<file path="src/rtl/l1_miss_handler_if.sv">
// Handshake bundle between the L1, the miss handler and next-level memory.
// The master modport is the miss handler's view; slave is the L1/memory side.
interface l1_miss_handler_if #(
    parameter int WORD_SIZE = 32
);
    logic                 miss_valid;
    logic                 miss_ready;
    logic [WORD_SIZE-1:0] miss_addr;

    logic                 mem_req_valid;
    logic                 mem_req_ready;
    logic [WORD_SIZE-1:0] mem_req_addr;

    logic                 mem_resp_valid;
    logic [WORD_SIZE-1:0] mem_resp_data;
    logic                 mem_resp_err;

    logic                 fill_valid;
    logic                 fill_ready;
    logic [WORD_SIZE-1:0] fill_addr;
    logic [WORD_SIZE-1:0] fill_data;
    logic                 fill_err;

    modport master (
        input  miss_valid, miss_addr, mem_req_ready,
        input  mem_resp_valid, mem_resp_data, mem_resp_err, fill_ready,
        output miss_ready, mem_req_valid, mem_req_addr,
        output fill_valid, fill_addr, fill_data, fill_err
    );

    modport slave (
        output miss_valid, miss_addr, mem_req_ready,
        output mem_resp_valid, mem_resp_data, mem_resp_err, fill_ready,
        input  miss_ready, mem_req_valid, mem_req_addr,
        input  fill_valid, fill_addr, fill_data, fill_err
    );
endinterface

</file>
<file path="src/rtl/l1_miss_handler.sv">
// Single-entry L1 miss handler: one word read to memory per miss, watchdog-bounded wait,
// result returned as a fill beat. Optional L1_MISS_STATS_EN adds miss/timeout counters.
module l1_miss_handler #(
    parameter int WORD_SIZE      = 32,
    parameter int TAG_SIZE       = 28,
    parameter int INDEX_SIZE     = 4,
    parameter int TIMEOUT_CYCLES = 64,
    parameter int CNT_WIDTH      = 8
) (
    input  logic                 clk,
    input  logic                 rst,
    l1_miss_handler_if.master    bus,
    output logic                 busy
`ifdef L1_MISS_STATS_EN
    ,
    output logic [15:0]          miss_count,
    output logic [15:0]          timeout_count
`endif
);

    if (TIMEOUT_CYCLES < 1) begin : g_bad_timeout
        $error("TIMEOUT_CYCLES must be >= 1");
    end
    if ((2 ** CNT_WIDTH) <= TIMEOUT_CYCLES) begin : g_bad_cnt
        $error("CNT_WIDTH too small for TIMEOUT_CYCLES");
    end
    if (TAG_SIZE + INDEX_SIZE > WORD_SIZE) begin : g_bad_split
        $error("TAG_SIZE + INDEX_SIZE exceeds WORD_SIZE");
    end

    localparam logic [CNT_WIDTH-1:0] CNT_LAST = CNT_WIDTH'(TIMEOUT_CYCLES - 1);

    typedef enum logic [1:0] {
        S_IDLE,
        S_REQ,
        S_WAIT,
        S_FILL
    } state_t;

    state_t                 state_q, state_d;
    logic [WORD_SIZE-1:0]   addr_q, addr_d;
    logic [WORD_SIZE-1:0]   data_q, data_d;
    logic                   err_q, err_d;
    logic [CNT_WIDTH-1:0]   cnt_q, cnt_d;

    always_ff @(posedge clk or negedge rst) begin
        if (!rst) begin
            state_q <= S_IDLE;
            addr_q  <= '0;
            data_q  <= '0;
            err_q   <= 1'b0;
            cnt_q   <= '0;
        end else begin
            state_q <= state_d;
            addr_q  <= addr_d;
            data_q  <= data_d;
            err_q   <= err_d;
            cnt_q   <= cnt_d;
        end
    end

    always_comb begin
        state_d = state_q;
        addr_d  = addr_q;
        data_d  = data_q;
        err_d   = err_q;
        cnt_d   = cnt_q;
        case (state_q)
            S_IDLE: begin
                if (bus.miss_valid) begin
                    addr_d  = bus.miss_addr;
                    state_d = S_REQ;
                end
            end
            S_REQ: begin
                if (bus.mem_req_ready) begin
                    cnt_d   = '0;
                    state_d = S_WAIT;
                end
            end
            S_WAIT: begin
                cnt_d = cnt_q + 1'b1;
                // A response arriving on the expiry cycle takes priority over the timeout.
                if (bus.mem_resp_valid) begin
                    data_d  = bus.mem_resp_data;
                    err_d   = bus.mem_resp_err;
                    state_d = S_FILL;
                end else if (cnt_q == CNT_LAST) begin
                    data_d  = '0;
                    err_d   = 1'b1;
                    state_d = S_FILL;
                end
            end
            S_FILL: begin
                if (bus.fill_ready) begin
                    state_d = S_IDLE;
                end
            end
            default: state_d = S_IDLE;
        endcase
    end

    assign bus.miss_ready    = (state_q == S_IDLE);
    assign bus.mem_req_valid = (state_q == S_REQ);
    assign bus.mem_req_addr  = addr_q;
    assign bus.fill_valid    = (state_q == S_FILL);
    assign bus.fill_addr     = addr_q;
    assign bus.fill_data     = data_q;
    assign bus.fill_err      = err_q;
    assign busy              = (state_q != S_IDLE);

`ifdef L1_MISS_STATS_EN
    function automatic logic [15:0] sat_inc(input logic [15:0] v);
        return (v == 16'hFFFF) ? v : v + 16'd1;
    endfunction

    logic        accept_w;
    logic        timeout_w;
    logic [15:0] miss_cnt_q, miss_cnt_d;
    logic [15:0] to_cnt_q, to_cnt_d;

    assign accept_w  = (state_q == S_IDLE) && bus.miss_valid;
    assign timeout_w = (state_q == S_WAIT) && !bus.mem_resp_valid && (cnt_q == CNT_LAST);

    always_comb begin
        miss_cnt_d = accept_w  ? sat_inc(miss_cnt_q) : miss_cnt_q;
        to_cnt_d   = timeout_w ? sat_inc(to_cnt_q)   : to_cnt_q;
    end

    always_ff @(posedge clk or negedge rst) begin
        if (!rst) begin
            miss_cnt_q <= '0;
            to_cnt_q   <= '0;
        end else begin
            miss_cnt_q <= miss_cnt_d;
            to_cnt_q   <= to_cnt_d;
        end
    end

    assign miss_count    = miss_cnt_q;
    assign timeout_count = to_cnt_q;
`endif

endmodule
</file>
<file path="src/flat_wrapper.sv">
// flat-port wrapper written by rule: the top's interface ports become plain ports
module l1_miss_handler_flat 
#(
    parameter int WORD_SIZE      = 32,
    parameter int TAG_SIZE       = 28,
    parameter int INDEX_SIZE     = 4,
    parameter int TIMEOUT_CYCLES = 64,
    parameter int CNT_WIDTH      = 8
)
  (clk, rst, busy, bus_miss_valid, bus_miss_addr, bus_mem_req_ready, bus_mem_resp_valid, bus_mem_resp_data, bus_mem_resp_err, bus_fill_ready, bus_miss_ready, bus_mem_req_valid, bus_mem_req_addr, bus_fill_valid, bus_fill_addr, bus_fill_data, bus_fill_err);
  l1_miss_handler_if #(.WORD_SIZE(WORD_SIZE)) bus_i ();
  input  logic clk;
  input  logic rst;
  output logic busy;
  input wire logic [$bits(bus_i.miss_valid)-1:0] bus_miss_valid;
  input wire logic [$bits(bus_i.miss_addr)-1:0] bus_miss_addr;
  input wire logic [$bits(bus_i.mem_req_ready)-1:0] bus_mem_req_ready;
  input wire logic [$bits(bus_i.mem_resp_valid)-1:0] bus_mem_resp_valid;
  input wire logic [$bits(bus_i.mem_resp_data)-1:0] bus_mem_resp_data;
  input wire logic [$bits(bus_i.mem_resp_err)-1:0] bus_mem_resp_err;
  input wire logic [$bits(bus_i.fill_ready)-1:0] bus_fill_ready;
  output wire logic [$bits(bus_i.miss_ready)-1:0] bus_miss_ready;
  output wire logic [$bits(bus_i.mem_req_valid)-1:0] bus_mem_req_valid;
  output wire logic [$bits(bus_i.mem_req_addr)-1:0] bus_mem_req_addr;
  output wire logic [$bits(bus_i.fill_valid)-1:0] bus_fill_valid;
  output wire logic [$bits(bus_i.fill_addr)-1:0] bus_fill_addr;
  output wire logic [$bits(bus_i.fill_data)-1:0] bus_fill_data;
  output wire logic [$bits(bus_i.fill_err)-1:0] bus_fill_err;
  assign bus_i.miss_valid = bus_miss_valid;
  assign bus_i.miss_addr = bus_miss_addr;
  assign bus_i.mem_req_ready = bus_mem_req_ready;
  assign bus_i.mem_resp_valid = bus_mem_resp_valid;
  assign bus_i.mem_resp_data = bus_mem_resp_data;
  assign bus_i.mem_resp_err = bus_mem_resp_err;
  assign bus_i.fill_ready = bus_fill_ready;
  assign bus_miss_ready = bus_i.miss_ready;
  assign bus_mem_req_valid = bus_i.mem_req_valid;
  assign bus_mem_req_addr = bus_i.mem_req_addr;
  assign bus_fill_valid = bus_i.fill_valid;
  assign bus_fill_addr = bus_i.fill_addr;
  assign bus_fill_data = bus_i.fill_data;
  assign bus_fill_err = bus_i.fill_err;
  l1_miss_handler #(.WORD_SIZE(WORD_SIZE), .TAG_SIZE(TAG_SIZE), .INDEX_SIZE(INDEX_SIZE), .TIMEOUT_CYCLES(TIMEOUT_CYCLES), .CNT_WIDTH(CNT_WIDTH)) u_core (.clk(clk), .rst(rst), .bus(bus_i), .busy(busy));
endmodule
</file>
<file path="config.mk">
export PLATFORM = sky130hd
export DESIGN_NAME = l1_miss_handler_flat
export DESIGN_NICKNAME = d
export VERILOG_FILES = /design/src/rtl/l1_miss_handler_if.sv /design/src/rtl/l1_miss_handler.sv /design/src/flat_wrapper.sv
export SDC_FILE = /design/constraint.sdc
export NUM_CORES = 1
export LEC_CHECK = 0
export CELL_PAD_IN_SITES_DETAIL_PLACEMENT = 1
export CELL_PAD_IN_SITES_GLOBAL_PLACEMENT = 1
export CORE_ASPECT_RATIO = 0.5
export CORE_UTILIZATION = 25
export DETAILED_ROUTE_END_ITERATION = 6
export GPL_TIMING_DRIVEN = 0
export PLACE_DENSITY_LB_ADDON = 0.1
export SKIP_LAST_GASP = 1
export SYNTH_ARGS = -nofsm -noshare
export SYNTH_HDL_FRONTEND = slang
export SYNTH_SLANG_ARGS = --single-unit
</file>
<file path="constraint.sdc">
create_clock -name clk -period 1.8 [get_ports clk]
set_input_delay 0.36 -clock clk [delete_from_list [all_inputs] [get_ports clk]]
set_output_delay 0.36 -clock clk [all_outputs]
set_load 0.02 [all_outputs]
</file>
Run 1, where the registers sit:
(4 px per µm) Other sequential cells in the stronger grey, the rest of the logic in the fainter grey.
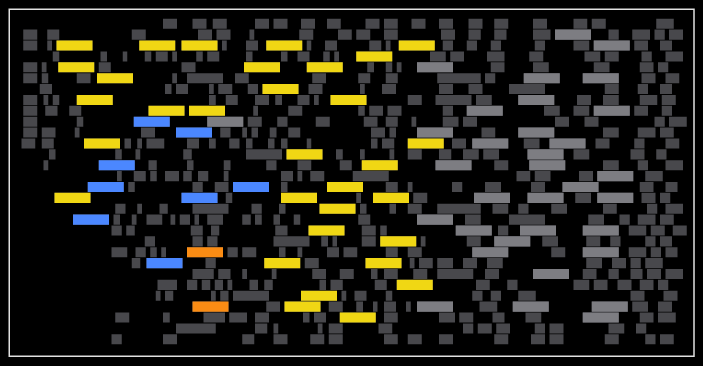
- blue: `u_core.cnt_q` (flops 8; where middle left)
- yellow: `u_core.bus.fill_data` (flops 32)
- orange: `u_core.state_q` (flops 2)
- not coloured: 33

Run 1, zoomed window:
Region (118, 12) to (138, 32) µm. Cells in grey, sequential cells in the stronger grey; small squares are vias.
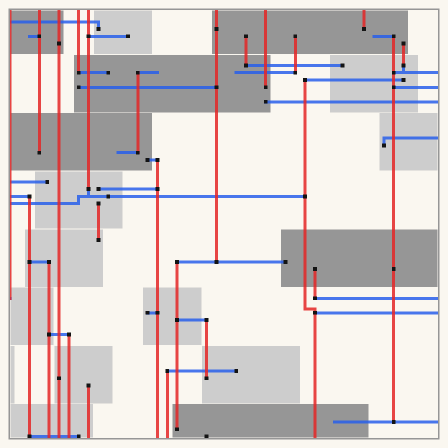
- red: M2
- blue: M1
- cells with their middle in the window: 15
- sequential cells in the window: 5
- most frequent: dfrtp_1 (5), buf_4 (3), clkdlybuf4s50_1 (3)
- netlist names of flops here include: `u_core.bus.fill_addr` (5)

Run 1, routed metal, one colour a layer:
(3 px per µm)
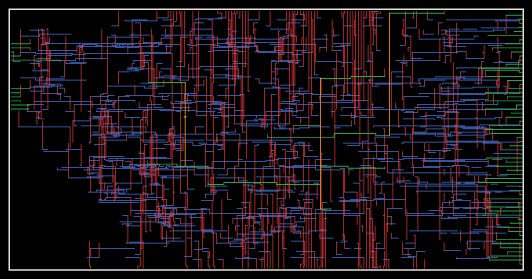
- green: M3 (wire length 638 µm)
- red: M2 (wire length 4970 µm)
- blue: M1 (wire length 4670 µm)
- orange: M4 (wire length 112 µm)

## run 1: final timing paths
check	from	to	slack, ns	depth (start not counted)
min in group clk	u_core.bus.fill_err$_DFFE_PN0P_	u_core.bus.fill_err$_DFFE_PN0P_	0.51	1
setup / recovery	u_core.bus.fill_addr[26]$_DFFE_PN0P_	bus_mem_req_addr[26]	0.05	2
max in group asynchronous	rst	u_core.bus.fill_addr[7]$_DFFE_PN0P_	0.71	3
hold / removal	rst	u_core.cnt_q[5]$_DFFE_PN0P_	0.51	2
hold reg to reg	u_core.bus.fill_err$_DFFE_PN0P_	u_core.bus.fill_err$_DFFE_PN0P_	0.51	1
setup reg to reg	u_core.state_q[1]$_DFFE_PN0P_	u_core.cnt_q[6]$_DFFE_PN0P_	0.12	6
==> results.tsv, run 1 <==
metric	value	unit
result of the run	finished, final reports clean	
Yosys warning count	0	
cell-by-cell trace of the critical path	buf_4 > clkdlybuf4s50_1	
core region area	0.0137	mm²
post-synthesis sequential element count	75	
synthesized-area fraction occupied by adder cells	0.0176	
dominant class by area	buffers	
initial antenna violation count	0	
non-clock buffer share of cell area	0.358	
Clock-cell share	0.0515	
TritonCTS clock tree	done	
area overhead of the layout relative to synthesis	66.5	%
post-route antenna net violation count	0	
final-report hold violation count	0	
main logic family after synthesis	AND-OR/OR-AND gates	
post-route core utilization	0.432	
synthesized area divided by synthesized cell count	11.2	µm²
drt wl/cell	14.9	µm
Crit path max-delay family	buffers and inverters	
Avg Vias per Cell	4.32	
met3 Use GR	0.0420	
Late-Pin Clk Latency	0.34	ns
combinational share of cell area	0.210	
crit path kind	reg -> out	
buffers plus inverters on the worst setup path	2	
Run 1, routing congestion:
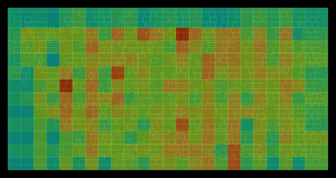

## Run 2: what changed since run 1
- CORE_MARGIN: default -> 3
Run 2, routing congestion:
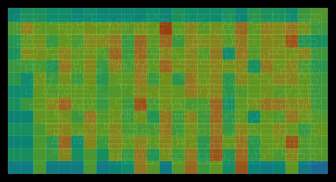
drt wl/cell: 15.7 µm
met3 Use GR: 0.0474
combined global-route utilization of all metal layers: 0.139
post-route core utilization: 0.434

==> run 2 against run 1 <==
  * Global-route usage down 0.83 points
  * Cell area up 0.65%
  * Final cell count up 0.14%
  * Critical endpoint is now bus_mem_req_addr[29]
  * Clock-buffer cell count unchanged
  * Register-to-register slack worse by 0.02 ns
  * Worst setup slack worse by 0.0087 ns
  * Clock skew down 0.0023 ns
==> results.tsv, run 2 <==
metric	value	unit	change
worst r2r path cells	5		was 6
synthesized area divided by synthesized cell count	11.2	µm²	unchanged
worst setup path endpoint	bus_mem_req_addr[29]		was bus_mem_req_addr[26]
final-report hold violation count	0		unchanged
result of the run	finished, final reports clean		unchanged
main logic family after synthesis	AND-OR/OR-AND gates		unchanged
post-synthesis sequential element count	75		unchanged
hold path start	u_core.bus.fill_err$_DFFE_PN0P_		
crit path kind	reg -> out		unchanged
combinational share of cell area	0.210		about the same
RR Endpoint	u_core.bus.fill_addr[4]$_DFFE_PN0P_		was u_core.cnt_q[6]$_DFFE_PN0P_
Late-Pin Clk Latency	0.33	ns	was 0.34 ns
cell-by-cell trace of the critical path	buf_4 > clkdlybuf4s50_1		unchanged
non-clock buffer share of cell area	0.357		was 0.358
beginning of the worst register-to-register path	u_core.state_q[0]$_DFFE_PN0P_		was u_core.state_q[1]$_DFFE_PN0P_
synthesized-area fraction occupied by adder cells	0.0176		unchanged
launch point of the worst path	u_core.bus.fill_addr[29]$_DFFE_PN0P_		was u_core.bus.fill_addr[26]$_DFFE_PN0P_
setup slack, reg-to-reg	0.10	ns	was 0.12 ns
number of instances on the worst hold path	1		
Yosys warning count	0		unchanged
Run 2, clock wires, drivers and flops:
(2 px per µm)
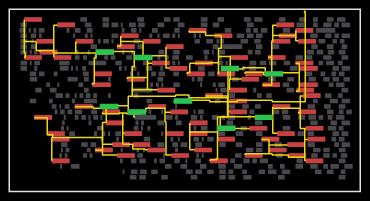
- red: flip-flops (count 75)
- yellow: clock wires (length 1130 µm)
- green: clock-net drivers (count 9)
- flops lie: spread over the die

[run 2: cell counts after synthesis]
Identical to the previous run, type by type.
[run 2: critical path, delay by kind of cell (launching register included)]
| family | cells | cell delay, ns |
|---|---|---|
| buf+inv | 2 | 0.71 |
| flops | 1 | 0.36 |
[run 2: stage by stage]
stage	TNS, ns	cell area [µm²]	std cells	utilization
2_1_floorplan	0	3560	318	-
3_3_place_gp	-204.77	5510	681	0.401
3_5_place_dp	-5.32	5540	682	0.403
4_1_cts	0	5890	698	0.429
5_1_grt	-0.000546	5970	698	0.434
6_report	0	5970	698	0.434
Run 2, where the registers sit:
(4 px per µm) Other sequential cells in the stronger grey, the rest of the logic in the fainter grey.
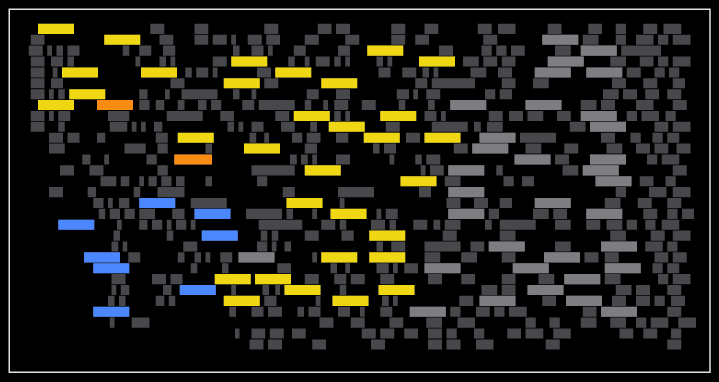

## Run 3: what changed since run 2
--- a/config.mk
+++ b/config.mk
@@ -10,3 +10,3 @@
 export CORE_ASPECT_RATIO = 0.5
-export CORE_MARGIN = 3
+export CORE_MARGIN = 2
 export CORE_UTILIZATION = 25
--- a/constraint.sdc
+++ b/constraint.sdc
@@ -3,2 +3,2 @@
 set_output_delay 0.36 -clock clk [all_outputs]
-set_load 0.02 [all_outputs]
+set_load 0.05 [all_outputs]
Run 3, where the registers sit:
(4 px per µm) Other sequential cells in the stronger grey, the rest of the logic in the fainter grey.
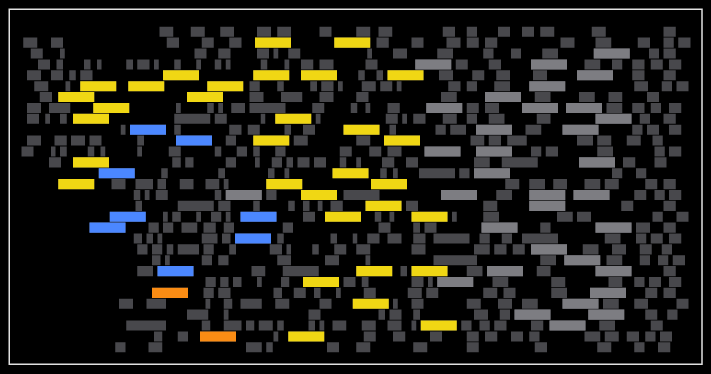
- yellow: `u_core.bus.fill_data` (flops 32)
- orange: `u_core.state_q` (flops 2)
- blue: `u_core.cnt_q` (flops 8)
- not coloured: 33

==> run 3 against run 2 <==
  * Hold slack worse by 0.058 ns
  * Largest cell class unchanged
  * Wire length shrank 3.7%
  * Worst setup slack worse by 0.021 ns
  * Critical path depth is 1 higher
  * Die size fell by 3.3%
  * Cell area shrank 3.3%
  * Critical path type unchanged
==> results.tsv, run 3 <==
metric	value	unit	change
worst r2r path cells	6		was 5
combined global-route utilization of all metal layers	0.142		was 0.139
result of the run	finished, final reports clean		unchanged
Final Instance Count excl. Fillers	698		unchanged
synthesized area divided by synthesized cell count	11.2	µm²	unchanged
RR Endpoint	u_core.cnt_q[4]$_DFFE_PN0P_		was u_core.bus.fill_addr[4]$_DFFE_PN0P_
maximum clock path buffer count	2		unchanged
number of filler cells placed in the layout	1583		was 1485
GR peak layer	met2		unchanged
launch point of the worst path	u_core.state_q[1]$_DFFE_PN0P_		was u_core.bus.fill_addr[29]$_DFFE_PN0P_
buffers plus inverters on the worst setup path	2		unchanged
Levels on crit path	3		was 2
top cell type by instance count after synthesis	dfrtp_1		unchanged
Placed Instance Area	0.00554	mm²	about the same
setup slack, reg-to-reg	0.11	ns	was 0.10 ns
unrepaired setup endpoints after global routing	yes		unchanged
worst setup path endpoint	bus_miss_ready		was bus_mem_req_addr[29]
summed negative setup slack over all endpoints	0	ns	unchanged
post-synthesis sequential element count	75		unchanged
beginning of the worst register-to-register path	u_core.state_q[1]$_DFFE_PN0P_		was u_core.state_q[0]$_DFFE_PN0P_
post-route antenna net violation count	0		unchanged
area overhead of the layout relative to synthesis	62.0	%	was 67.5%
Die Y-Extent	88.4	µm	was 90.4 µm
crit path kind	reg -> out		unchanged
TritonCTS clock tree	done		unchanged
Late-Pin Clk Latency	0.33	ns	about the same
cell count after placement	682		unchanged
cell-by-cell trace of the critical path	inv_1 > ha_2 > clkbuf_2		was buf_4 > clkdlybuf4s50_1
initial antenna violation count	0		unchanged
Max Clock Skew	0.00375	ns	was 0.00386 ns
post-route fraction of the period consumed by the critical path	0.986		was 0.974
Run 3, routing congestion:
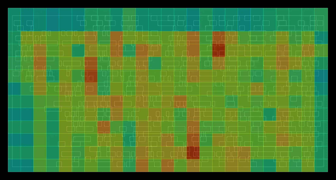
post-route core utilization: 0.420
met1 Track Usage GR: 0.181
met3 Use GR: 0.0464
drt wl/cell: 15.1 µm

-- run 3: cell families after synthesis --
kind of cell,count (synthesis),share of synthesized area
adders and majority gates,5,0.0176
AOI/OAI and AO/OA,81,0.160
and+or+nand+nor,39,0.0629
buffers and inverters,85,0.129
DFF,75,0.527
muxes,33,0.104
-- run 3: area by class of cell --
class,instances,area share
buffer,48,0.0605
clock inverter,5,0.0106
timing repair buffer,173,0.280
tap,192,0.0416
multi-input combinational,158,0.217
inverter,36,0.0234
clock buffer,11,0.0421
sequential,75,0.325
-- run 3: what timing repair did --
item / CTS / global route
endpoints found under the hold margin: 16 / 0
gates cloned: 0 / 0
hold buffers: 1 / 0
gates resized: 117 / 26
endpoints found under the setup margin: 131 / 71
setup buffers: 0 / 0
